### config.mk
export PLATFORM = sky130hd
export DESIGN_NAME = sequential_divider
export DESIGN_NICKNAME = d
export VERILOG_FILES = /design/src/rtl/sequential_divider_pkg.sv /design/src/rtl/sequential_divider_divider_step.sv /design/src/rtl/sequential_divider.sv
export SDC_FILE = /design/constraint.sdc
export NUM_CORES = 1
export LEC_CHECK = 0
export CORE_MARGIN = 2
export CORE_UTILIZATION = 49
export DETAILED_ROUTE_END_ITERATION = 12
export GPL_ROUTABILITY_DRIVEN = 0
export PLACE_DENSITY_LB_ADDON = 0.15
export SLEW_MARGIN = 25
export SYNTH_ARGS = -nofsm -noshare
export SYNTH_HDL_FRONTEND = slang
export SYNTH_SLANG_ARGS = --single-unit
### constraint.sdc
create_clock -name clk -period 3.07 [get_ports clk]
set_input_delay 0.307 -clock clk [delete_from_list [all_inputs] [get_ports clk]]
set_output_delay 0.307 -clock clk [all_outputs]
set_load 0.05 [all_outputs]
### src/rtl/sequential_divider_pkg.sv
// Shared definitions for the sequential divider: FSM state encoding and default width.
package sequential_divider_pkg;

    localparam int DEFAULT_WIDTH = 32;

    typedef enum logic [1:0] {
        ST_IDLE   = 2'd0,
        ST_DIVIDE = 2'd1,
        ST_DONE   = 2'd2
    } div_state_e;

    function automatic logic is_busy_state(input div_state_e state);
        return (state != ST_IDLE);
    endfunction

endpackage : sequential_divider_pkg

### src/rtl/sequential_divider_divider_step.sv
// One radix-2 restoring division iteration: shift, trial subtract, select.
module divider_step
    import sequential_divider_pkg::*;
#(
    parameter int WIDTH = DEFAULT_WIDTH
) (
    input  logic [WIDTH-1:0] rem,
    input  logic [WIDTH-1:0] quo,
    input  logic [WIDTH-1:0] divisor,
    output logic [WIDTH-1:0] rem_next,
    output logic [WIDTH-1:0] quo_next
);

    logic [WIDTH:0] shifted_s;
    logic [WIDTH:0] trial_s;
    logic           borrow_s;

    // Because rem < divisor, shifted < 2*divisor: a borrow always shows up in bit WIDTH.
    always_comb begin
        shifted_s = {rem, quo[WIDTH-1]};
        trial_s   = shifted_s - {1'b0, divisor};
        borrow_s  = trial_s[WIDTH];
        if (borrow_s) begin
            rem_next = shifted_s[WIDTH-1:0];
        end else begin
            rem_next = trial_s[WIDTH-1:0];
        end
        quo_next = {quo[WIDTH-2:0], ~borrow_s};
    end

endmodule : divider_step

### src/rtl/sequential_divider.sv
// Unsigned multi-cycle divider: one quotient bit per clock, divide-by-zero flagged in one cycle.
module sequential_divider
    import sequential_divider_pkg::*;
#(
    parameter int WIDTH = DEFAULT_WIDTH
) (
    input  logic             clk,
    input  logic             rst_n,
    input  logic             start,
    input  logic [WIDTH-1:0] dividend,
    input  logic [WIDTH-1:0] divisor,
    output logic             busy,
    output logic             done,
    output logic [WIDTH-1:0] quotient,
    output logic [WIDTH-1:0] remainder,
    output logic             div_by_zero
);

    localparam int               CNT_W     = $clog2(WIDTH) + 1;
    localparam logic [CNT_W-1:0] LAST_ITER = CNT_W'(WIDTH - 1);
    localparam logic [CNT_W-1:0] CNT_ONE   = CNT_W'(1);

    div_state_e       state_r;
    div_state_e       state_next_s;
    logic [CNT_W-1:0] cnt_r;
    logic [WIDTH-1:0] rem_r;
    logic [WIDTH-1:0] quo_r;
    logic [WIDTH-1:0] divisor_r;
    logic [WIDTH-1:0] rem_step_s;
    logic [WIDTH-1:0] quo_step_s;
    logic [WIDTH-1:0] quotient_r;
    logic [WIDTH-1:0] remainder_r;
    logic             busy_r;
    logic             done_r;
    logic             dbz_r;
    logic             divisor_zero_s;
    logic             last_iter_s;

    assign divisor_zero_s = (divisor == {WIDTH{1'b0}});
    assign last_iter_s    = (cnt_r == LAST_ITER);

    // quo_r starts as the dividend and shifts quotient bits in as dividend bits shift out.
    divider_step #(
        .WIDTH(WIDTH)
    ) u_step (
        .rem      (rem_r),
        .quo      (quo_r),
        .divisor  (divisor_r),
        .rem_next (rem_step_s),
        .quo_next (quo_step_s)
    );

    // Next-state logic.
    always_comb begin
        state_next_s = state_r;
        case (state_r)
            ST_IDLE: begin
                if (start) begin
                    if (divisor_zero_s) begin
                        state_next_s = ST_DONE;
                    end else begin
                        state_next_s = ST_DIVIDE;
                    end
                end else begin
                    state_next_s = ST_IDLE;
                end
            end
            ST_DIVIDE: begin
                if (last_iter_s) begin
                    state_next_s = ST_DONE;
                end else begin
                    state_next_s = ST_DIVIDE;
                end
            end
            ST_DONE:   state_next_s = ST_IDLE;
            default:   state_next_s = ST_IDLE;
        endcase
    end

    // State register.
    always_ff @(posedge clk) begin
        if (!rst_n) begin
            state_r <= ST_IDLE;
        end else begin
            state_r <= state_next_s;
        end
    end

    // Status flags are registered from the next state so they line up with the state register.
    always_ff @(posedge clk) begin
        if (!rst_n) begin
            busy_r <= 1'b0;
            done_r <= 1'b0;
        end else begin
            busy_r <= is_busy_state(state_next_s);
            done_r <= (state_next_s == ST_DONE);
        end
    end

    // Operand capture, iteration datapath and result registers.
    always_ff @(posedge clk) begin
        if (!rst_n) begin
            cnt_r       <= {CNT_W{1'b0}};
            rem_r       <= {WIDTH{1'b0}};
            quo_r       <= {WIDTH{1'b0}};
            divisor_r   <= {WIDTH{1'b0}};
            quotient_r  <= {WIDTH{1'b0}};
            remainder_r <= {WIDTH{1'b0}};
            dbz_r       <= 1'b0;
        end else begin
            case (state_r)
                ST_IDLE: begin
                    if (start) begin
                        cnt_r     <= {CNT_W{1'b0}};
                        rem_r     <= {WIDTH{1'b0}};
                        quo_r     <= dividend;
                        divisor_r <= divisor;
                        dbz_r     <= divisor_zero_s;
                        if (divisor_zero_s) begin
                            quotient_r  <= {WIDTH{1'b1}};
                            remainder_r <= dividend;
                        end else begin
                            quotient_r  <= quotient_r;
                            remainder_r <= remainder_r;
                        end
                    end else begin
                        cnt_r <= cnt_r;
                    end
                end
                ST_DIVIDE: begin
                    rem_r <= rem_step_s;
                    quo_r <= quo_step_s;
                    cnt_r <= cnt_r + CNT_ONE;
                    if (last_iter_s) begin
                        quotient_r  <= quo_step_s;
                        remainder_r <= rem_step_s;
                    end else begin
                        quotient_r  <= quotient_r;
                        remainder_r <= remainder_r;
                    end
                end
                default: begin
                    cnt_r <= cnt_r;
                end
            endcase
        end
    end

    assign busy        = busy_r;
    assign done        = done_r;
    assign quotient    = quotient_r;
    assign remainder   = remainder_r;
    assign div_by_zero = dbz_r;

endmodule : sequential_divider

==> ci_impl_report.md <==
## PnR job results

| Metric | Value |
|---|---|
| Status | finished, violations left |
| Failing checks | negative setup slack |
| # Cells Yosys | 1114 |
| Slowest CP cell | fa_2 |
| Antenna diode count | 0 |
| Relative slew slack | 0.3146 |
| Main flop type | dfxtp_1 |
| Yosys aoi share | 0.2560 |
| Clock buf/inv share | 0.05151 |
| Die X | 136.1 um |
| Post-route clock skew | 0.007935 ns |
| Nets at Floorplan | 1215 |
| RSZ-0062 raised after global routing | yes |
| Fin worst setup slack | -0.1193 ns |
| Top delay family on crit path | AND-OR/OR-AND gates |
| Vias in the first global route | 7514 |
| #MultiIn Comb | 818 |
| Rows | 48 |
| Tool warnings | 29 |
| Gr busiest metal | met2 |
| Sink Count | 171 |
| Syn Area/Cell | 7.679 sq um |
| Port bufs | 133 |
| Wl on met1 | 11520 um |
| Layout Cells excl Fill | 1476 |
| Pleak | 4.368 nW |
| Biggest Area Class | logic gates |
| Share of cells above drive strength 1 | 0.1111 |
| Dpl cells | 1431 |
| Area occupied by multi-input gates | 0.004890 sq mm |
| Critical path buffer and inverter count | 5 |
| DR iter-0 viols | 681 |
| CP Capture Type | flip-flop |
| Max H-tree Level | 4 |
| Hold Fails Final Rpt | 0 |
| CTS Buffer Depth | 2 |
| Met2 wire len | 11340 um |
| Power share of the combinational group | 0.456 |
| Top Consumer | combinational cells |
| GRT overflow | 0 |
| Max Slew Vio Count | 0 |
| Register share of total power | 0.301 |
| Yosys warning tally | 0 |
| Worst-path clk slew | 0.06 ns |
| Cts bufs inserted | 17 |
| P_seq | 2.66 mW |
| Clk latency late pin | 0.43 ns |
| Final period util | 1.039 |
| Hpwl dp | 16740 um |
| Critical path class | flip-flop to flip-flop |
| Yosys stat area | 0.008554 sq mm |
| Fp util | 0.4980 |
| Registers, synthesis | 171 |
| CP peak stage delay | 0.36 ns |
| Util after Layout | 0.6589 |
| Worst Hold Class | input pin to flip-flop |
| Largest cells by area | dfxtp_1 40%, nand2_1 7.4%, a21oi_1 5.8% |
| Critical Path RT | 3.38 ns |
| Top logic family | AND-OR/OR-AND gates |
| Post_cts resized | 7 |
| R2R Setup Slk | -0.12 ns |
| Die height | 136.1 um |
| Non-clk bufs | 190 |
| Crit path from | quo_r[31] |
| WL met3 | 1902 um |
| Fill cells | 1548 |
| Worst Path Arrival | 3.50 ns |
| Worst vdd ir | 0.0004792 V |
| Clock buf count | 18 |
| Distinct lib cells | 58 |
| Top layer in use | met4 |
| # hold bufs at CTS | 0 |
| EDFF count, synth | 0 |
| Max-cap viol count | 0 |
| Switching pwr | 3.428 mW |
| Top area contributor share | 0.4002 |
| Setup Viol. Count Final | 56 |
| CTS root buf | clkbuf_16 |
| Die ar. | 0.01853 sq mm |
| Startpoint Class | flip-flop |
| Tap cells | 225 |
| Xor/xnor share | 0.02867 |
| Vias per inst | 5.799 |
| FF+latch area | 0.003426 sq mm |
| Netlist Area Pre-Place | 0.008554 sq mm |
| Met2 GRT Util | 0.4079 |
| DRC errors left | 0 |
| Power Density | 781.8 mW/mm^2 |
| Maximum achievable frequency | 313.6 MHz |
| MUX share of area | 0.005997 |
| Yosys top cell by area | dfxtp_1 |
| Post-Syn Instances | 1114 |
sequential cells by signal, indices dropped and copies added (netlist names), 2 cells and up:
register / count
quo_r: 32
cnt_r: 6
rem_r: 32
divisor_r: 32
remainder: 32
quotient: 32
state_r: 2
stage by stage:
stage          total power [mW]  instance area (sq um)
2_1_floorplan             4.898                   8554
3_3_place_gp              5.844                  10270
3_5_place_dp              5.884                  10270
4_1_cts                   8.178                  10930
5_1_grt                   9.254                  11320
6_report                  8.849                  11320
placed cells by master, fill, tap and decap left out, drive strengths merged, types with 3 or more instances in the layout:
cell type	n
a211oi	4
a31oi	69
clkbuf	23
nand3	15
ha	33
o221ai	21
clkdlybuf4s50	132
and3	4
and2	4
nor2	111
o21ai	96
dfxtp	171
inv	44
a211o	7
clkinv	5
nor2b	4
nor3	29
buf	53
and4	3
nand2	168
o32ai	3
o211ai	5
or3	33
nor4	9
xor2	10
nand4	7
a311oi	3
nand2b	4
xnor2	18
clkinvlp	3
a21oi	100
mux2i	4
a2111oi	3
o21a	7
a21o	18
path summary, 6_finish.rpt:
check | cells after the start | to
hold reg to reg | 2 | divisor_r[18]
setup / recovery | 16 | remainder[15]
hold / removal | 3 | quotient[2]
setup reg to reg | 16 | remainder[15]
cells in the mapped netlist, types with 5 or more instances:
cell type  number
xor2_1         10
o211ai_1        5
or3_1          33
clkbuf_1       68
nor3_1         29
nor2_1        111
nand3_1        15
buf_1          10
a21o_1         18
o21a_1          7
a31oi_1        68
dfxtp_1       171
a21oi_1        99
buf_2           6
o21ai_0        90
a211o_1         7
o21ai_1         6
ha_1           33
xnor2_1        18
nor4_1          9
nand2_1       168
nand4_1         7
inv_1          41
o221ai_1       21
tightest hold or removal path, cell delays in order:
cell and delay (ns):
buf_2 0.11, inv_2 0.23, nor2_1 0.16
met1.png
The bar under the picture is 50 um long.
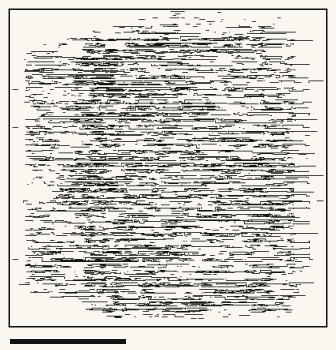
share of all routed wire	46%
main direction	horizontal
longest straight run	41.2 um
nets with wire on the layer	1237
wire length on this layer	11500 um
final wirelength: 25250 um
total number of vias: 8560
met1 Use GR: 0.3801

met3.png
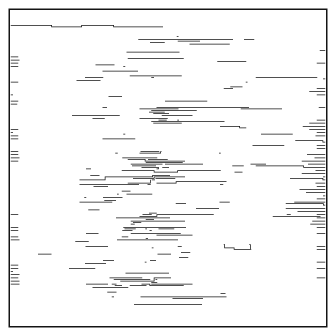
nets with wire on the layer	161
share of all routed wire	7.5%
main direction	horizontal
wire length on this layer	1900 um
met3 Track Usage GR: 0.04288

No activity file was given, so power comes from the tool's default toggle rates.
